==> run_1/layer_met1.png <==
The bar under the picture is 20 um long.
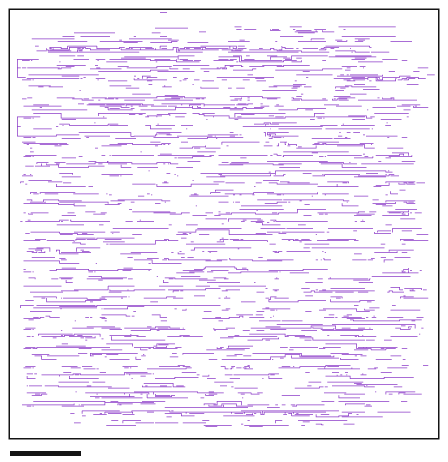
==> run_1/layer_met2.png <==
The bar under the picture is 20 um long. Cells faint in the background.
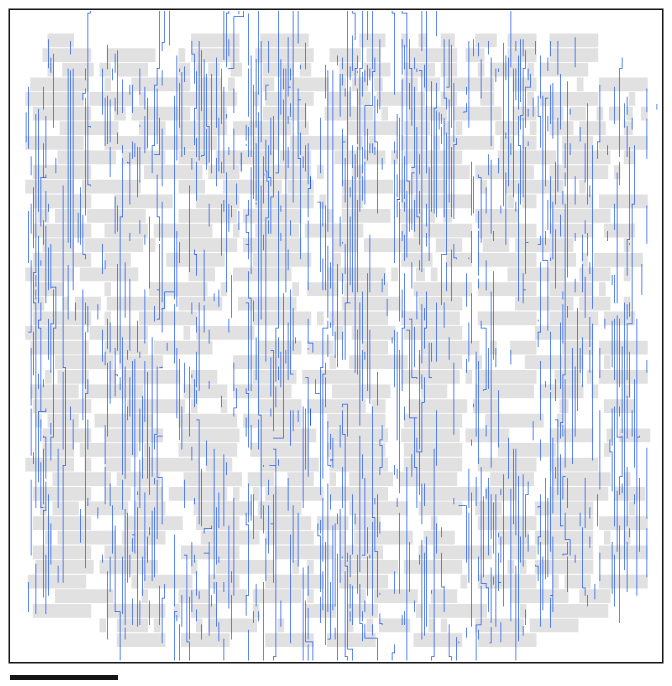
==> run_1/layer_met3.png <==
The bar under the picture is 20 um long. Cells faint in the background.
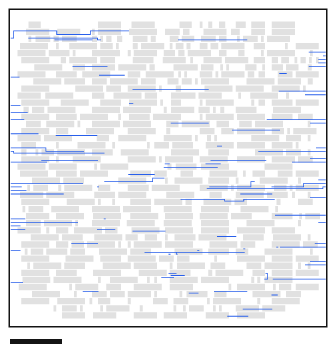
==> run_1/layer_met4.png <==
The bar under the picture is 20 um long.
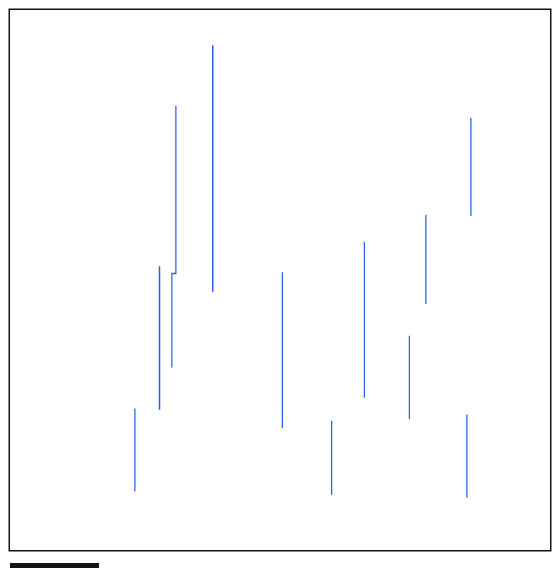
File: src/rtl/msg_pkg.sv
// +----------------------------------------------------------------------------+
// | Module  : msg_pkg                                                          |
// | Brief   : Message field layout, widths and opcode constants.               |
// | Revision: 1.0                                                              |
// +----------------------------------------------------------------------------+
`default_nettype none

package msg_pkg;

    localparam int unsigned c_opc_w     = 4;
    localparam int unsigned c_bcast_bit = 3;

    localparam logic [3:0] c_opc_read  = 4'h1;
    localparam logic [3:0] c_opc_write = 4'h2;
    localparam logic [3:0] c_opc_snoop = 4'h8;
    localparam logic [3:0] c_opc_inval = 4'h9;

    localparam int unsigned c_def_cache_num  = 2;
    localparam int unsigned c_def_addr_width = 32;
    localparam int unsigned c_def_id_w       = $clog2(c_def_cache_num);

    function automatic int unsigned id_w(input int unsigned cache_num);
        return (cache_num < 2) ? 1 : $clog2(cache_num);
    endfunction

    function automatic int unsigned msg_w(input int unsigned cache_num,
                                          input int unsigned addr_width);
        return c_opc_w + 2 * id_w(cache_num) + addr_width;
    endfunction

    // Layout from LSB: addr, dst_id, src_id, opcode.
    function automatic int unsigned dst_lsb(input int unsigned addr_width);
        return addr_width;
    endfunction

    function automatic int unsigned src_lsb(input int unsigned cache_num,
                                            input int unsigned addr_width);
        return addr_width + id_w(cache_num);
    endfunction

    function automatic int unsigned opc_lsb(input int unsigned cache_num,
                                            input int unsigned addr_width);
        return addr_width + 2 * id_w(cache_num);
    endfunction

    typedef struct packed {
        logic [c_opc_w-1:0]          opcode;
        logic [c_def_id_w-1:0]       src_id;
        logic [c_def_id_w-1:0]       dst_id;
        logic [c_def_addr_width-1:0] addr;
    } msg_t;

endpackage

`default_nettype wire

File: src/rtl/msg_fifo.sv
// +----------------------------------------------------------------------------+
// | Module  : msg_fifo                                                         |
// | Brief   : Synchronous FIFO, registered storage, no fall-through.           |
// | Revision: 1.0                                                              |
// +----------------------------------------------------------------------------+
`default_nettype none

module msg_fifo #(
    parameter int unsigned WIDTH = 8,
    parameter int unsigned DEPTH = 4
) (
    input  logic                       clk,
    input  logic                       rst_n,
    input  logic                       i_push,
    input  logic [WIDTH-1:0]           i_push_data,
    input  logic                       i_pop,
    output logic [WIDTH-1:0]           o_pop_data,
    output logic                       o_full,
    output logic                       o_empty,
    output logic [$clog2(DEPTH+1)-1:0] o_count
);

    localparam int unsigned PTR_W = $clog2(DEPTH);
    localparam int unsigned CNT_W = $clog2(DEPTH + 1);

    logic [WIDTH-1:0] r_mem [DEPTH];
    logic [PTR_W-1:0] r_wr_ptr;
    logic [PTR_W-1:0] r_rd_ptr;
    logic [CNT_W-1:0] r_count;
    logic             w_do_push;
    logic             w_do_pop;

    assign o_full     = (r_count == CNT_W'(DEPTH));
    assign o_empty    = (r_count == '0);
    assign o_count    = r_count;
    assign o_pop_data = r_mem[r_rd_ptr];

    assign w_do_push = i_push && !o_full;
    assign w_do_pop  = i_pop && !o_empty;

    always_ff @(posedge clk or negedge rst_n) begin
        if (!rst_n) begin
            r_wr_ptr <= '0;
            r_rd_ptr <= '0;
            r_count  <= '0;
        end else begin
            if (w_do_push) begin
                r_wr_ptr <= (r_wr_ptr == PTR_W'(DEPTH - 1)) ? '0 : r_wr_ptr + 1'b1;
            end
            if (w_do_pop) begin
                r_rd_ptr <= (r_rd_ptr == PTR_W'(DEPTH - 1)) ? '0 : r_rd_ptr + 1'b1;
            end
            case ({w_do_push, w_do_pop})
                2'b10:   r_count <= r_count + 1'b1;
                2'b01:   r_count <= r_count - 1'b1;
                default: r_count <= r_count;
            endcase
        end
    end

    // Payload storage carries no reset; validity is tracked by r_count.
    always_ff @(posedge clk) begin
        if (w_do_push) begin
            r_mem[r_wr_ptr] <= i_push_data;
        end
    end

endmodule

`default_nettype wire

File: src/rtl/msg_dispatch.sv
// +----------------------------------------------------------------------------+
// | Module  : msg_dispatch                                                     |
// | Brief   : Buffers arbitrated messages and delivers them to target caches.  |
// | Revision: 1.0                                                              |
// +----------------------------------------------------------------------------+
`default_nettype none

module msg_dispatch
    import msg_pkg::*;
#(
    parameter  int unsigned CACHE_NUM  = 2,
    parameter  int unsigned ADDR_WIDTH = 32,
    parameter  int unsigned FIFO_DEPTH = 4,
    localparam int unsigned ID_W       = id_w(CACHE_NUM),
    localparam int unsigned MSG_W      = msg_w(CACHE_NUM, ADDR_WIDTH)
) (
    input  logic                 clk,
    input  logic                 rst_n,
    input  logic                 msg_in_valid,
    input  logic [MSG_W-1:0]     msg_in,
    output logic                 msg_in_ready,
    output logic [CACHE_NUM-1:0] deliv_valid,
    input  logic [CACHE_NUM-1:0] deliv_ready,
    output logic [MSG_W-1:0]     deliv_msg,
    output logic                 busy,
    input  logic                 err_clr,
    output logic                 err_ovf,
    output logic                 err_dst
);

    localparam int unsigned DST_LSB = dst_lsb(ADDR_WIDTH);
    localparam int unsigned SRC_LSB = src_lsb(CACHE_NUM, ADDR_WIDTH);
    localparam int unsigned OPC_LSB = opc_lsb(CACHE_NUM, ADDR_WIDTH);
    localparam int unsigned CNT_W   = $clog2(FIFO_DEPTH + 1);

    localparam logic [0:0] c_st_idle    = 1'b0;
    localparam logic [0:0] c_st_deliver = 1'b1;

    logic [0:0]           r_state;
    logic [0:0]           w_state_nxt;
    logic [MSG_W-1:0]     r_hold;
    logic [MSG_W-1:0]     w_hold_nxt;
    logic [CACHE_NUM-1:0] r_pending;
    logic [CACHE_NUM-1:0] w_pending_nxt;
    logic                 r_err_ovf;
    logic                 r_err_dst;

    logic                 w_fifo_full;
    logic                 w_fifo_empty;
    logic [CNT_W-1:0]     w_fifo_count;
    logic [MSG_W-1:0]     w_head;
    logic                 w_push;
    logic                 w_pop;
    logic                 w_ovf_evt;
    logic                 w_dst_evt;

    logic                 w_head_bcast;
    logic [ID_W-1:0]      w_head_dst;
    logic [ID_W-1:0]      w_head_src;
    logic [CACHE_NUM-1:0] w_dst_hot;
    logic [CACHE_NUM-1:0] w_src_hot;
    logic [CACHE_NUM-1:0] w_head_mask;
    logic [CACHE_NUM-1:0] w_remaining;
    logic                 w_slot_free;

    assign w_push    = msg_in_valid && !w_fifo_full;
    assign w_ovf_evt = msg_in_valid && w_fifo_full;

    msg_fifo #(
        .WIDTH (MSG_W),
        .DEPTH (FIFO_DEPTH)
    ) u_fifo (
        .clk         (clk),
        .rst_n       (rst_n),
        .i_push      (w_push),
        .i_push_data (msg_in),
        .i_pop       (w_pop),
        .o_pop_data  (w_head),
        .o_full      (w_fifo_full),
        .o_empty     (w_fifo_empty),
        .o_count     (w_fifo_count)
    );

    assign w_head_bcast = w_head[OPC_LSB + c_bcast_bit];
    assign w_head_dst   = w_head[DST_LSB +: ID_W];
    assign w_head_src   = w_head[SRC_LSB +: ID_W];

    // An out-of-range dst_id decodes to an all-zero mask, which is how bad targets are caught.
    for (genvar i = 0; i < CACHE_NUM; i++) begin : g_mask
        assign w_dst_hot[i] = (w_head_dst == ID_W'(i));
        assign w_src_hot[i] = (w_head_src == ID_W'(i));
    end

    assign w_head_mask = w_head_bcast ? ~w_src_hot : w_dst_hot;

    always_comb begin
        w_remaining   = r_pending & ~deliv_ready;
        w_slot_free   = (r_state == c_st_idle) || (w_remaining == '0);
        w_pop         = w_slot_free && !w_fifo_empty;
        w_state_nxt   = r_state;
        w_hold_nxt    = r_hold;
        w_pending_nxt = w_remaining;
        w_dst_evt     = 1'b0;

        if (w_pop) begin
            if (w_head_mask != '0) begin
                w_hold_nxt    = w_head;
                w_pending_nxt = w_head_mask;
                w_state_nxt   = c_st_deliver;
            end else begin
                w_dst_evt     = 1'b1;
                w_pending_nxt = '0;
                w_state_nxt   = c_st_idle;
            end
        end else if ((r_state == c_st_deliver) && (w_remaining == '0)) begin
            w_state_nxt = c_st_idle;
        end
    end

    always_ff @(posedge clk or negedge rst_n) begin
        if (!rst_n) begin
            r_state <= c_st_idle;
        end else begin
            r_state <= w_state_nxt;
        end
    end

    // A new error event in the same cycle as err_clr leaves the flag set.
    always_ff @(posedge clk or negedge rst_n) begin
        if (!rst_n) begin
            r_hold    <= '0;
            r_pending <= '0;
            r_err_ovf <= 1'b0;
            r_err_dst <= 1'b0;
        end else begin
            r_hold    <= w_hold_nxt;
            r_pending <= w_pending_nxt;
            r_err_ovf <= w_ovf_evt | (r_err_ovf & ~err_clr);
            r_err_dst <= w_dst_evt | (r_err_dst & ~err_clr);
        end
    end

    assign msg_in_ready = !w_fifo_full;
    assign deliv_valid  = r_pending;
    assign deliv_msg    = r_hold;
    assign busy         = (r_state == c_st_deliver) || (w_fifo_count != '0);
    assign err_ovf      = r_err_ovf;
    assign err_dst      = r_err_dst;

endmodule

`default_nettype wire

File: config.mk
export PLATFORM = sky130hd
export DESIGN_NAME = msg_dispatch
export DESIGN_NICKNAME = d
export VERILOG_FILES = /design/src/rtl/msg_pkg.sv /design/src/rtl/msg_fifo.sv /design/src/rtl/msg_dispatch.sv
export SDC_FILE = /design/constraint.sdc
export NUM_CORES = 1
export LEC_CHECK = 0
export CAP_MARGIN = 20
export CELL_PAD_IN_SITES_DETAIL_PLACEMENT = 1
export CELL_PAD_IN_SITES_GLOBAL_PLACEMENT = 1
export CORE_MARGIN = 2
export CORE_UTILIZATION = 60
export CTS_BUF_LIST = sky130_fd_sc_hd__clkbuf_8
export DETAILED_ROUTE_END_ITERATION = 10
export DONT_BUFFER_PORTS = 1
export PLACE_DENSITY_LB_ADDON = 0.1
export SYNTH_ARGS = -nofsm -noshare
export SYNTH_HDL_FRONTEND = slang
export SYNTH_HIERARCHICAL = 1
export SYNTH_SLANG_ARGS = --single-unit
File: constraint.sdc
create_clock -name clk -period 5.8 [get_ports clk]
set_input_delay 1.74 -clock clk [delete_from_list [all_inputs] [get_ports clk]]
set_output_delay 1.74 -clock clk [all_outputs]
set_load 0.05 [all_outputs]
==> impl_metrics.toml, run 1 <==
# yosys + openroad results
[worst_setup_path]
cp_top_family = "simple AND/OR/NAND/NOR gates"
reg2reg_to = "u_fifo/o_count[2]"
worst_ep_required_time_ns = 4.06
cp-start-kind = "flop"
cp_num_buf_inv = 0
cp-end-kind = "output port"
critical_path_class = "reg -> out"
rrSetupSlack_ns = 3.06
cp_cell_sequence = "or4_1"
worstPathMaxFanout = 5
cp_slowest_stage_delay_ns = 0.79
r2r_cells = 11
critPathSlowestCell = "or4_1"
timing.rr.start = "u_fifo/o_count[0]"
arrival_ns = 1.73

[grt]
grt-busiest-layer = "met2"
grt_pass1_wl_mm = 25.60
antenna_found_initial = 0
grt_max_degree = 51
grt_pass1_vias = 4434
groute.usage.overall_pct = 23.84
grt-ovfl-total = 0

[synthesis]
synth-main-ff-cell = "edfxtp_1"
ys.warnings.count = 6
synth_top_area_share_pct = 55.32
async_flop_share_pct = 24.75
syn_area_per_cell_um2 = 18.97
top_cells_by_area = "edfxtp_1, dfrtp_1, mux4_2, o32ai_2, inv_1"
synth_cell_types = 34
ys_seq_elements = 202
edf_count = 152
syn_inst = 435
fp_nets = 486
ys_area_um2 = 8250
yosys-stat-cells = 435
ys_seq_share_pct = 70.49
synthesis.area_um2 = 8250
top_area_cell = "edfxtp_1"

[worst_hold_path]
worstHoldPathType = "reg -> reg"
hold_depth = 1
hold_start = "u_fifo/o_count[2]"
min_to = "u_fifo/o_count[2]"

[die]
dieHeight_um = 121.3
ios = 88
fp-row-count = 42
core_area_um2 = 13350
initCoreUtil_pct = 61.81
die_w_um = 121.3
die-area_um2 = 14710

[final_layout]
antennaDiodeCount = 0
fin_nets = 500
utilization_pct = 66.70
fill_cells = 1117
area_growth_pct = 7.916
drive_above_1_share_pct = 31.86

[clocking]
cts_made_buffers = 34
root_buffer = "clkbuf_8"
clock.latency.late_pin_ns = 0.50
htree_levels = 2
cts_hold_buf = 0
clkTransAtPathRegs_ns = 0.06
clock_sinks = 202
cts_setup_buffers = 0
cts_tree = "done"
cts_max_path_buffers = 3
cts_resized = 0

[final_timing]
relSlewSlack_pct = 27.34
rsz0062_at_grt = "false"
fin_ws_ns = 2.334
worstMarginPinSlew_ns = 1.090
hold_viol_final = 0
timing.hold.ws_ns = 0.5411
skew_ns = 0.01373
setup_viol = 0
finalCriticalPeriod_ns = 3.466
finalCritPeriodShare_pct = 59.76
setup_tns_ns = 0
timing.final.max_slew_violations = 0
fmax_mhz = 288.5

[power]
power_density_nw_per_um2 = 625.8
ir_worst_vdd_mv = 0.3099
leakagePower_uw = 0.003280
p_total_uw = 5572

[job]
tool_warnings = 29
cap_violations = 0

[place]
place_congestion = 0.6774
pre_cts_ws_ns = 2.347
dpl.hpwl_mm = 9.413
port_buffers = 0

[detailed_routing]
firstDrtPassIters = 5
drt_iter0_drc = 265
drt-vias-per-instance = 6.006
drt-wirelength-per-cell_um = 25.23
ant_nets = 0
drc = 0

[run_status]
status = "finished clean"
Back to the opening pictures, layer_met1.png:
The wires run mostly horizontal. The longest straight run is 35.0 um. The layer carries 6490 um of wire. The layer holds 40% of the routed length. 479 nets have wire on it.
M1 GR Usage: 30.22%
via count: 3904
drt total wl: 16.40 mm

Back to the opening pictures, layer_met2.png:
The longest straight run is 56.3 um. The wires run mostly vertical.
met2 Use GR: 39.71%

Back to the opening pictures, layer_met3.png:
The layer holds 6.2% of the routed length. The layer carries 1010 um of wire. The longest straight run is 44.4 um. The wires run mostly horizontal.
GRT met3 Usage: 6.720%

Back to the opening pictures, layer_met4.png:
The longest straight run is 55.1 um. 8 nets have wire on it. The layer holds 2.0% of the routed length.

==> run 1: flip-flops by register name, summed over array words and instances, names as in the netlist <==
signal / count
u_fifo/r_wr_ptr: 2
u_fifo/r_rd_ptr: 2
deliv_valid: 2
u_fifo/o_count: 3
err_dst: 1
deliv_msg: 38
err_ovf: 1
r_state: 1
u_fifo/r_mem: 152
==> run 1: stage by stage <==
stage | instances | area [um2]
after global routing | 650 | 8904
after CTS | 650 | 8904
after detailed placement | 589 | 8288
final | 650 | 8904
after floorplan | 435 | 8250
after global placement | 589 | 8288
==> run 1: worst max path at each step <==
stage | from | to | cells after the start
after detailed placement | deliv_ready[0] | u_fifo/o_count[2] | 11
final | u_fifo/o_count[1] | busy | 1
after global routing | u_fifo/o_count[0] | msg_in_ready | 3
after global placement | msg_in_valid | u_fifo/r_mem[3][31] | 2
after floorplan | deliv_ready[0] | u_fifo/o_count[2] | 12
after CTS | u_fifo/o_count[1] | busy | 1
==> run 1: routing by layer <==
layer  share of wire (%)  vias to the layer above
li1                    -                     1697
met4                 2.0                        0
met5                   0                        -
met1                  40                     2065
met2                  52                      116
met3                 6.2                       26
==> run 1: synth_stat cells, types with 3 or more instances <==
cell	instances
edfxtp_1	152
mux4_2	38
clkbuf_1	4
nor2_1	5
buf_6	7
nand2_2	9
buf_12	3
inv_1	48
o32ai_2	38
nand2_1	32
ha_1	6
dfrtp_1	50
buf_2	7
and3_2	4
buf_4	5
==> run 1: cells by family (layout without fill, tap and decap cells) <==
group                    Yosys count  count (layout)  synth area share (%)
AND/OR/NAND/NOR                   62              62                 3.989
buffers and inverters             74             113                 4.929
flip-flops                       202             202                 70.49
adder cells (fa/ha/maj)            7               7                 1.153
AND-OR/OR-AND                     45              45                 8.113
multiplexers                      42              42                 11.01
XOR/XNOR                           3               3                0.3185
==> run 1: cells in the final DEF (no fill, tap or decap), drive strengths merged <==
| cell | count |
|---|---|
| and2 | 1 |
| or3b | 1 |
| fa | 1 |
| ha | 6 |
| or2 | 1 |
| mux2 | 4 |
| and3 | 4 |
| buf | 4 |
| a21oi | 2 |
| o32a | 1 |
| o32ai | 38 |
| o31ai | 1 |
| mux4 | 38 |
| xor2 | 2 |
| or4 | 1 |
| nor2 | 5 |
| o21ai | 2 |
| nand2 | 41 |
| inv | 59 |
| o21a | 1 |
| xnor2 | 1 |
| nor3 | 2 |
| nand2b | 2 |
| dfrtp | 50 |
| edfxtp | 152 |
| clkinv | 12 |
| nor2b | 4 |
| clkbuf | 38 |
==> run 1: power breakdown <==
| part | total (uW) | internal [uW] | leakage [uW] | switching (uW) |
|---|---|---|---|---|
| logic | 1670 | 763 | 0.000927 | 903 |
| registers | 2770 | 1980 | 0.00199 | 787 |
| clock network | 1140 | 600 | 0.000362 | 537 |
| total | 5570 | 3340 | 0.00328 | 2230 |
==> run 1: final cells by class <==
class	instances	area (um2)	area share [%]
Tap cell	176	220.2	2.473
Sequential cell	202	5818	65.35
Inverter	48	180.2	2.024
Timing Repair Buffer	4	30.03	0.3373
Clock buffer	38	523.0	5.874
Clock inverter	23	92.59	1.040
Multi-Input combinational cell	159	2039	22.91
==> run 2: changes to the inputs <==
--- a/config.mk
+++ b/config.mk
@@ -9,7 +9,7 @@
 export CELL_PAD_IN_SITES_DETAIL_PLACEMENT = 1
 export CELL_PAD_IN_SITES_GLOBAL_PLACEMENT = 1
 export CORE_MARGIN = 2
-export CORE_UTILIZATION = 60
+export CORE_UTILIZATION = 51
 export CTS_BUF_LIST = sky130_fd_sc_hd__clkbuf_8
 export DETAILED_ROUTE_END_ITERATION = 10
 export DONT_BUFFER_PORTS = 1
==> constraint.sdc (replaced) <==
create_clock -name clk -period 2.8 [get_ports clk]
set_input_delay 0.84 -clock clk [delete_from_list [all_inputs] [get_ports clk]]
set_output_delay 0.84 -clock clk [all_outputs]
set_load 0.05 [all_outputs]
==> run 2 against run 1 <==
Compared with the run above:
- first-iteration DRC count decreased by 2.3%
- largest cell class unchanged
- wire length grew 4.4%
- synthesized area unchanged
- critical path type unchanged
- hold slack worse by 0.51 ns
- critical path depth unchanged
- non-clock buffer count is 13 higher
==> impl_metrics.toml, run 2 <==
# yosys + openroad results
[synthesis]
top_cell = "edfxtp_1"
yosys-stat-cells = 435
fp_nets = 486
syn_inst = 435
ys_seq_elements = 202
syn_area_per_cell_um2 = 18.97
synthesis.area_um2 = 8250
top_area_cell = "edfxtp_1"
ys_seq_share_pct = 70.49
edf_count = 152
common_cells = "edfxtp_1, dfrtp_1, inv_1, mux4_2, o32ai_2"
top_cells_by_area = "edfxtp_1, dfrtp_1, mux4_2, o32ai_2, inv_1"
ys.warnings.count = 6
async_flop_share_pct = 24.75
synth_top_area_share_pct = 55.32
ys_area_um2 = 8250
synth_cell_types = 34

[place]
place_congestion = 0.7112
dp_cells = 641
dpl.hpwl_mm = 10.04
port_buffers = 0

[job]
tool_warnings = 29
cap_violations = 0

[final_layout]
fill_cells = 1391
drive_above_1_share_pct = 32.38
fin_nets = 514
largest_reg_flops = 152
final_common_cell = "edfxtp_1"
flop_area_um2 = 5818
instances_no_fill = 704
largest-register = "u_fifo/r_mem"
antennaDiodeCount = 0
utilization_pct = 57.76
area_growth_pct = 10.81
most-common-layout-cells = "edfxtp_1, inv_1, dfrtp_1"
layout.area.comb_um2 = 2039

[worst_setup_path]
timing.rr.start = "u_fifo/o_count[0]"
reg2reg_to = "u_fifo/o_count[2]"
rrSetupSlack_ns = 0.34
cp-end-kind = "output port"
worst_ep_required_time_ns = 1.96
cp_cell_sequence = "or4_1"
critPathSlowestCell = "or4_1"
cp_slowest_stage_delay_ns = 0.81
worstPathMaxFanout = 4
cp_num_buf_inv = 0
arrival_ns = 1.71
r2r_cells = 11
cp_top_family = "simple AND/OR/NAND/NOR gates"
cp-start-kind = "flop"

[power]
p_total_uw = 11680
power_density_nw_per_um2 = 1278
ir_worst_vdd_mv = 0.4826

[detailed_routing]
drc = 0
firstDrtPassIters = 4
drt-vias-per-instance = 5.643
drt-wirelength-per-cell_um = 24.32
drt_iter0_drc = 259
ant_nets = 0

[die]
fp-row-count = 46
initCoreUtil_pct = 52.13
die-area_um2 = 17210
die_w_um = 131.2
core_area_um2 = 15830
dieHeight_um = 131.2
ios = 88

[final_timing]
hold_viol_final = 0
worstMarginPinSlew_ns = 0.7635
fmax_mhz = 391.4
skew_ns = 0.02016
setup_viol = 0
rsz0062_at_grt = "false"
setup_tns_ns = 0
relSlewSlack_pct = 49.10
finalCriticalPeriod_ns = 2.555
finalCritPeriodShare_pct = 91.25
timing.final.max_slew_violations = 0

[clocking]
cts_setup_buffers = 0
clkTransAtPathRegs_ns = 0.06
cts_made_buffers = 35
htree_levels = 2
clock.latency.late_pin_ns = 0.51
cts_tree = "done"
cts_max_path_buffers = 3
clock_sinks = 202
root_buffer = "clkbuf_8"

[grt]
grt_max_degree = 42
grt_pass1_vias = 4598
grt_pass1_wl_mm = 26.90
antenna_found_initial = 0
groute.usage.overall_pct = 20.92
grt-ovfl-total = 0

[run_status]
status = "finished clean"

[worst_hold_path]
worstHoldPathType = "in -> async"
run 2: layout make-up:
cell class	count	area share, %
Multi-Input combinational cell	159	22.31
Clock buffer	37	5.570
Timing Repair Buffer	17	2.518
Clock inverter	25	1.040
Inverter	48	1.971
Sequential cell	202	63.64
Tap cell	216	2.956
run 2: per-layer routing:
| layer | GRT usage (%) | share of wire, % | vias to the layer above |
|---|---|---|---|
| met4 | 8.816 | 2.8 | 0 |
| met1 | 25.23 | 40 | 2124 |
| met2 | 35.20 | 51 | 96 |
| li1 | - | - | 1723 |
| met3 | 6.404 | 6.1 | 30 |
| met5 | 0 | 0 | - |
run 2: how the worst max path moves through the flow:
stage                                  from                 to  cells past startpoint
after floorplan              deliv_ready[0]  u_fifo/o_count[2]                     12
after global placement       deliv_ready[0]  u_fifo/o_count[2]                     11
after detailed placement     deliv_ready[0]  u_fifo/o_count[2]                     11
after CTS                           r_state               busy                      1
after global routing      u_fifo/o_count[0]  u_fifo/o_count[2]                     11
final                               r_state               busy                      1
run 2: what timing repair did:
item / 4_1_cts / 5_1_grt
resized: 0 / 0
hold buffers: 1 / 0
hold endpoints to repair: 10 / 0
run 2: cells by family after synthesis:
family,after synthesis,synth area share (%)
adder cells (fa/ha/maj),7,1.153
XOR/XNOR,3,0.3185
multiplexers,42,11.01
buffers and inverters,74,4.929
flip-flops,202,70.49
AND/OR/NAND/NOR,62,3.989
AND-OR/OR-AND,45,8.113
run 2: stage by stage:
step	setup slack, ns	cell area (um2)	hold WS [ns]
after global routing	0.1694	9143	0.002094
after CTS	0.1948	9143	0.001083
after floorplan	0.2634	8250	0.4688
after detailed placement	0.3151	8528	0.5256
after global placement	0.4002	8528	0.5036
final	0.2451	9143	0.03031
run 2: power by group:
part	internal [uW]	total, uW	switching (uW)
sequential	4090	5570	1480
clock	1210	2320	1110
combinational	1740	3790	2050
total	7040	11700	4640
==> run_2/layer_met2.png <==
The bar under the picture is 50 um long. Cells faint in the background.
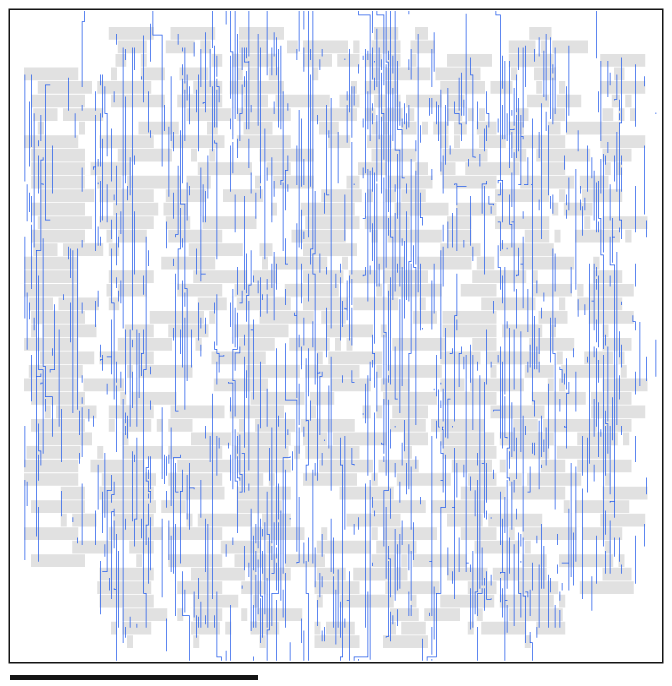
The layer carries 8750 um of wire. The longest straight run is 57.5 um. The layer holds 51% of the routed length. 479 nets have wire on it. The wires run mostly vertical.
met2 Use GR: 35.20%
via count: 3973
drt total wl: 17.12 mm

==> run 3: changes to the inputs <==
--- a/config.mk
+++ b/config.mk
@@ -8,12 +8,13 @@
 export CAP_MARGIN = 20
 export CELL_PAD_IN_SITES_DETAIL_PLACEMENT = 1
 export CELL_PAD_IN_SITES_GLOBAL_PLACEMENT = 1
-export CORE_MARGIN = 2
+export CORE_MARGIN = 10
 export CORE_UTILIZATION = 51
 export CTS_BUF_LIST = sky130_fd_sc_hd__clkbuf_8
 export DETAILED_ROUTE_END_ITERATION = 10
 export DONT_BUFFER_PORTS = 1
 export PLACE_DENSITY_LB_ADDON = 0.1
+export SLEW_MARGIN = 20
 export SYNTH_ARGS = -nofsm -noshare
 export SYNTH_HDL_FRONTEND = slang
 export SYNTH_HIERARCHICAL = 1
==> run 3 against run 2 <==
Compared with the run above:
- first-iteration DRC count down 44%
- fmax down 1.3%
- synthesized cell count unchanged
- core utilization down 0.41 points
- hold slack better by 0.14 ns
- via count down 1.6%
- combinational power down 5%
- clock power about the same
- largest cell class unchanged
==> impl_metrics.toml, run 3 <==
# yosys + openroad results
[power]
ir_worst_vdd_mv = 0.5970
p_sw_share_pct = 39.99
power_density_nw_per_um2 = 1274
p_switching_uw = 4641
p_int_uw = 6963
power_frac_clock_pct = 20.0
p_total_uw = 11600

[worst_setup_path]
cp_slowest_stage_delay_ns = 0.82
worst_ep_required_time_ns = 1.96
critPathSlowestCell = "or4_1"
rrSetupSlack_ns = 0.38
cp_cell_sequence = "or4_1"
cp_num_cells = 1
r2r_cells = 11
cp_top_family = "simple AND/OR/NAND/NOR gates"
worstPathMaxFanout = 4
cp_num_buf_inv = 0
cp-end-kind = "output port"

[final_timing]
skew_ns = 0.02132
hold_viol_final = 0
setup_viol = 0
rsz0062_at_grt = "false"
finalCritPeriodShare_pct = 92.41
worstMarginPinSlew_ns = 0.7685
fmax_mhz = 386.5
timing.final.max_slew_violations = 0
finalCriticalPeriod_ns = 2.588

[final_layout]
drive_above_1_share_pct = 32.65
largest-register = "u_fifo/r_mem"
largest_reg_flops = 152
final_common_cell = "edfxtp_1"
most-common-layout-cells = "edfxtp_1, inv_1, dfrtp_1"
fin_nets = 512

[synthesis]
syn_area_per_cell_um2 = 18.97
edf_count = 152
synth_top_area_share_pct = 55.32
async_flop_share_pct = 24.75
yosys-stat-cells = 435
syn_inst = 435
top_cells_by_area = "edfxtp_1, dfrtp_1, mux4_2, o32ai_2, inv_1"
mux_share_pct = 11.01
yosys.area_share.adder_pct = 1.153
synthTopLogicFamily = "multiplexers"
fp_nets = 486
synth_cell_types = 34
synthesis.area_um2 = 8250
ys.warnings.count = 6
top_area_cell = "edfxtp_1"
top_cell = "edfxtp_1"

[detailed_routing]
drt-wirelength-per-cell_um = 24.97
firstDrtPassIters = 4
drt-vias-per-instance = 5.559
ant_nets = 0

[place]
place_congestion = 0.7080
dpl.hpwl_mm = 10.11
port_buffers = 0

[clocking]
clock.latency.late_pin_ns = 0.52
cts_max_path_buffers = 3
htree_levels = 2
cts_made_buffers = 35
clkTransAtPathRegs_ns = 0.06
root_buffer = "clkbuf_8"
clock_sinks = 202
cts_tree = "done"

[grt]
antenna_found_initial = 0
grt_pass1_vias = 4489
grt_max_degree = 45
grt_util_met2_pct = 27.91
met3_usage_pct = 6.787
grt-ovfl-total = 0
grt-busiest-layer = "met2"

[die]
die_w_um = 147.2
ios = 88
initCoreUtil_pct = 51.94
dieHeight_um = 147.2
die-area_um2 = 21660

[run_status]
status = "finished clean"

[job]
tool_warnings = 29

[worst_hold_path]
worstHoldPathType = "in -> async"
run 3: layout make-up:
class	count	area (um2)	share of cell area [%]
clock inverter	27	116.4	1.277
tap	216	270.3	2.967
inverter	48	180.2	1.978
clock buffer	36	495.5	5.439
timing repair buffer	15	187.7	2.060
multi-input combinational	159	2039	22.39
sequential	202	5821	63.89
run 3: power groups by stage:
stage               registers, uW  logic (uW)  clock network (uW)
floorplan                    5450        3130                   0
global placement             5710        3560                   0
detailed placement           5770        3650                   0
CTS                          5710        3690                2410
global route                 5790        3930                2540
finish                       5670        3610                2330
run 3: logic make-up after synthesis:
family / count (synthesis)
adders and majority gates: 7
xor gates and xnor gates: 3
buffers and inverters: 74
AOI/OAI and AO/OA: 45
DFF: 202
and+or+nand+nor: 62
muxes: 42
run 3: path summary, 6_finish.rpt:
path | from | endpoint
setup reg to reg | u_fifo/o_count[0] | u_fifo/o_count[2]
min in group clk | err_clr | err_dst
hold reg to reg | u_fifo/o_count[2] | u_fifo/o_count[2]
hold / removal | rst_n | deliv_msg[20]
max in group asynchronous | rst_n | u_fifo/r_rd_ptr[1]
setup / recovery | r_state | busy
run 3: repair_timing:
action,4_1_cts,5_1_grt
gates resized,0,0
endpoints found under the hold margin,44,1
hold buffers,2,1
buffers inserted,0,0
run 3: layer usage:
metal  part of all wire (%)  wire length (um)
met2                     52              9073
met4                    2.0               343
met3                    8.7              1526
met5                      0                 0
met1                     38              6614
run 3: through the flow:
step | utilization, % | setup slack [ns] | hold WS [ns] | cells | instance area, um2
2_1_floorplan | - | 0.2634 | 0.4688 | 435 | 8250
6_report | 57.35 | 0.2124 | 0.1701 | 703 | 9110
3_3_place_gp | 53.20 | 0.3908 | 0.5055 | 637 | 8451
5_1_grt | 57.35 | 0.1466 | 0.1654 | 703 | 9110
4_1_cts | 57.29 | 0.1729 | 0.002151 | 702 | 9100
3_5_place_dp | 53.20 | 0.3293 | 0.5243 | 637 | 8451
==> run_3/layer_met1.png <==
The bar under the picture is 50 um long.
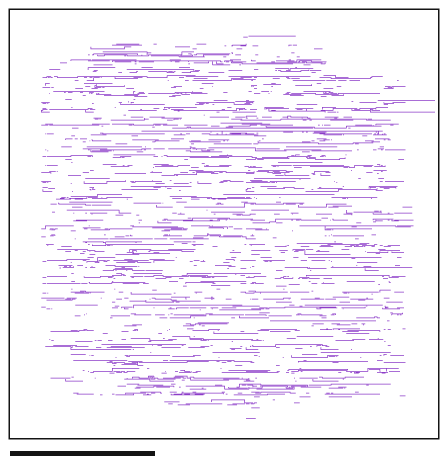
The longest straight run is 82.8 um. The layer holds 38% of the routed length. The layer carries 6610 um of wire. The wires run mostly horizontal.
M1 GR Usage: 18.40%
drt total wl: 17.56 mm
via count: 3908


==> screenshots <==
Track usage over the die.
shot_01.png
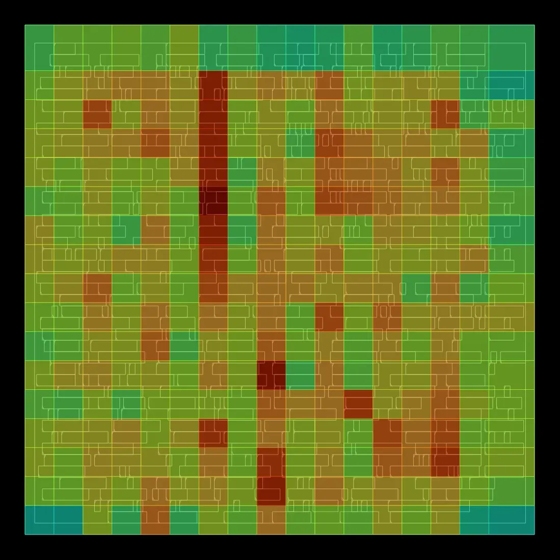
shot_02.png
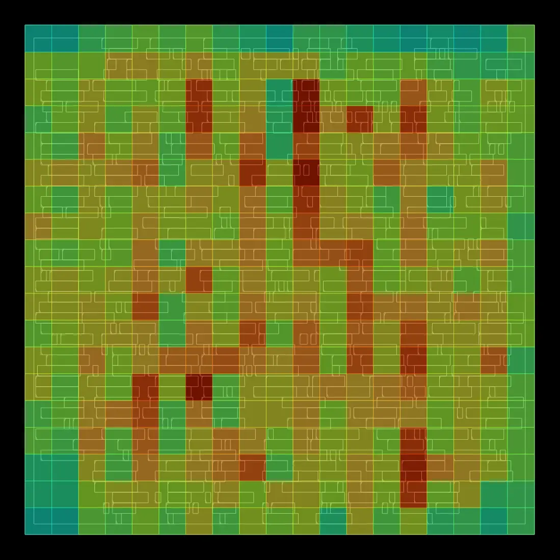
shot_03.png
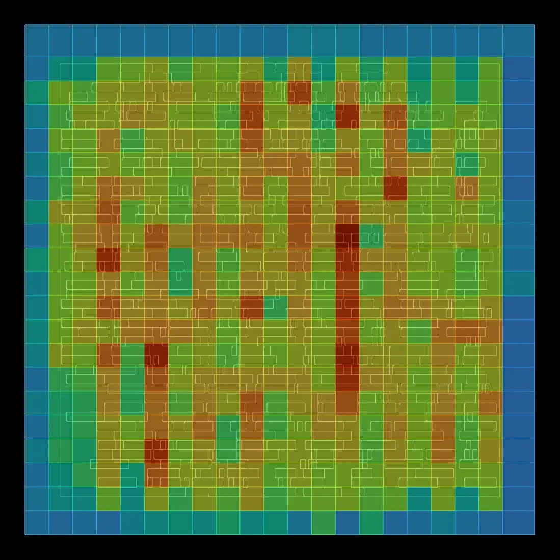
| picture | from |
|---|---|
| shot_02.png | run 2 |
| shot_03.png | run 3 |
| shot_01.png | run 1 |

Power is estimated from default activity; no workload was simulated.
